Figure 1. M3 wires.
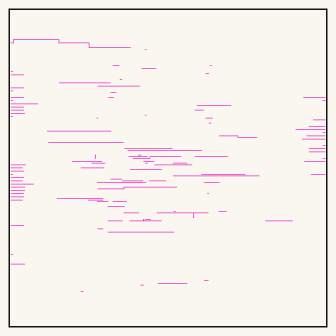
Figure 2. Routed clock nets over the placement.
The bar under the picture is 50 um long.
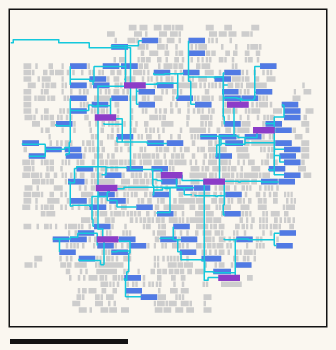
Figure 3. Cell outlines without signal wires.
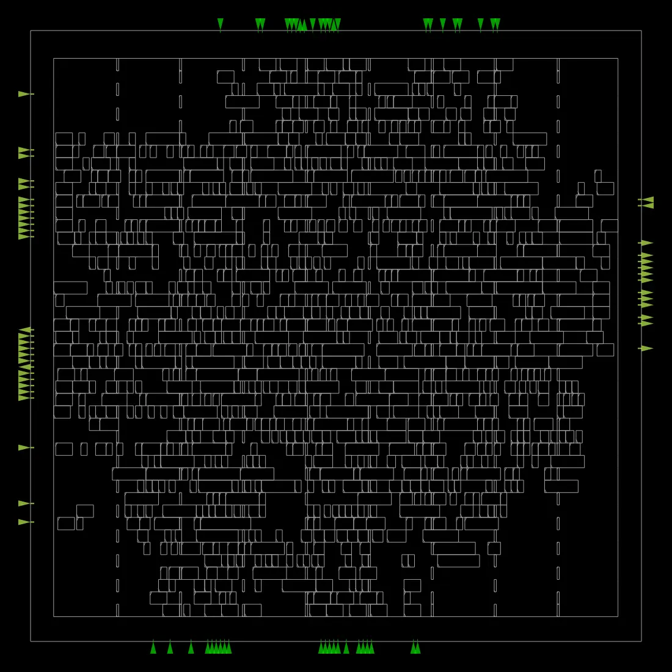
Figure 4. I/O pins on the die edge.
Pins as bars across the die edge, other pins in gray.
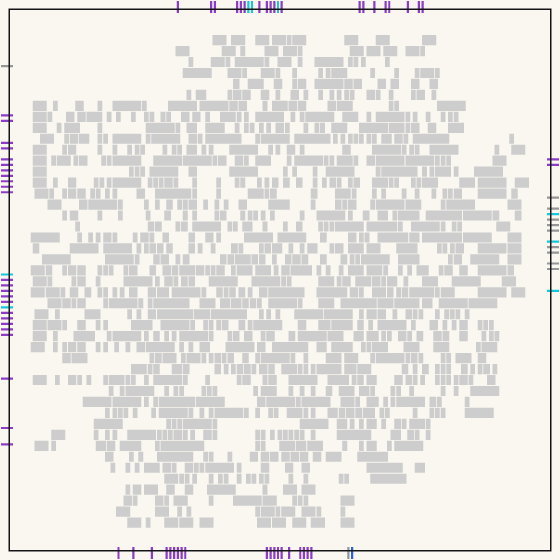
Design seg_scanner, sky130hd; sources not shown.
==> flow_metrics.tcl <==
# metrics dict for downstream scripts
set metrics [dict create \
    status "finished with violations" \
    violations "negative setup slack" \
    drc 0 \
    yosysUniqueCellTypes 26 \
    layout_top_cells "inv_1, nand2_1, dfxtp_1" \
    antenna_found_initial 0 \
    seq_cell_power_w 0.00213 \
    ios 84 \
    cp_cell_sequence "ha_4 > nand2_4 > nor2_4 > nand3_4 > buf_6 > a21oi_2 > nand3_2 > nor2_4 > nand3_4 > buf_12 > clkbuf_16 > nand2_4 > inv_2 > nor2_1" \
    place_ws_ns -0.972 \
    wl_per_cell_um 13.2 \
    clk_pin_slew_ns 0.07 \
    setup_viol 82 \
    initCoreUtil 0.355 \
    pwr-share-comb 0.179 \
    cts_tree "yes" \
    max_stage_delay_ns 0.35 \
    enable_flop_cells 0 \
    worst-path-buf-inv 4 \
    cts_max_level 3 \
    p_switching_w 0.00131 \
    ys_cells 891 \
    fin_setup_tns_ns -29.43 \
    slew_headroom 0.362 \
    synth_seq_share 0.357 \
    internal_power_w 0.00357 \
    crit_path_start_kind "flip-flop" \
    synth_cells 891 \
    dp_cells 1162 \
    pg_clk_w 0.00188 \
    min_path_type "flip-flop to flip-flop" \
    r2r_cells 14 \
    fin_ws_ns -0.440 \
    fin_crit_ns 2.34 \
    layout.cells.most_common "inv_1" \
    async_reset_ff_frac 0 \
    area_growth_pct 44.5 \
    dr.pass1.iters 5 \
]
Notes on Figure 1 above:
78 nets have wire on it. The longest straight run is 36.3 um. The layer carries 866 um of wire.
GRT met3 Usage: 0.0326
wirelength, routed: 16,000 um

Notes on Figure 2 above:
Key: clock-net drivers = purple [count 9]; flip-flops = blue [count 96]; clock wires = cyan [length 1,280 um]
There are 10 routed clock nets.
Clock power frac: 0.385
worst skew pair latency: 0.36 ns

Notes on Figure 3 above:
core box area: 15,100 um^2
fraction of area in registers: 0.248
non-filler cells, final: 1,211
Fillers: 1,508
end-of-flow core utilization: 0.513

Notes on Figure 4 above:
Key: SEG_IN = purple [pins 64, direction input, edge 24 west, 19 north, 19 south, 2 east]; RST = blue [pins 1, direction input, edge south]; SEG_OUT = cyan [pins 8, direction output, edge 3 north, 3 east, 2 west]
All pins by edge: 27 west, 22 north, 21 south, 14 east.
die height: 134 um
IO Port Bufs: 83
Die Wd: 134 um

[worst register-to-register path, stage by stage (launching register included)]
cell and delay (ns):
dfxtp_2 0.35, ha_4 0.15, nand2_4 0.06, nor2_4 0.17, nand3_4 0.16, buf_6 0.17, a21oi_2 0.14, nand3_2 0.11
nor2_4 0.20, nand3_4 0.14, buf_12 0.19, clkbuf_16 0.17, nand2_4 0.05, inv_2 0.03, nor2_1 0.10
[what timing repair did]
action / 4_1_cts / 5_1_grt
buffers inserted: 16 / 4
gates resized: 109 / 119
cloned: 6 / 8
pin swaps: 18 / 54
setup endpoints to repair: 99 / 95
[metrics by stage]
stage,total power (W),area (um^2),util
after CTS,0.00478,7330,0.484
after detailed placement,0.00288,6590,0.435
after global routing,0.00510,7770,0.513
after floorplan,0.00262,5520,-
after global placement,0.00287,6590,0.435
final,0.00488,7770,0.513
[metal layers]
layer	wire, um	track usage	share of wire
met2	7330	0.286	0.46
met4	592	0.0903	0.037
met1	7180	0.221	0.45
met3	866	0.0326	0.054
met5	0	0	0
[area by class of cell]
type,instances,area [um^2],share of cell area
multi-input combinational,519,2770,0.356
sequential,96,1930,0.248
timing repair buffer,116,1190,0.153
inverter,230,867,0.112
buffer,46,477,0.0613
clock buffer,10,239,0.0308
tap,188,235,0.0303
clock inverter,6,68.8,0.00886
[cell usage after synthesis (6+ instances only)]
master	instances
nand4_1	67
inv_2	24
nor2_1	119
inv_1	205
nand3_1	76
nand2_2	12
buf_2	28
nand2_1	224
clkbuf_1	8
dfxtp_1	96
buf_6	6
[cell families (layout without fill, tap and decap cells)]
family	after synthesis	count (layout)	share of synthesized area
AOI/OAI and AO/OA	7	7	0.00652
adders and majority gates	3	3	0.00698
buffers and inverters	276	408	0.208
DFF	96	96	0.357
and+or+nand+nor	509	509	0.421
No activity file was given, so power comes from the tool's default toggle rates.
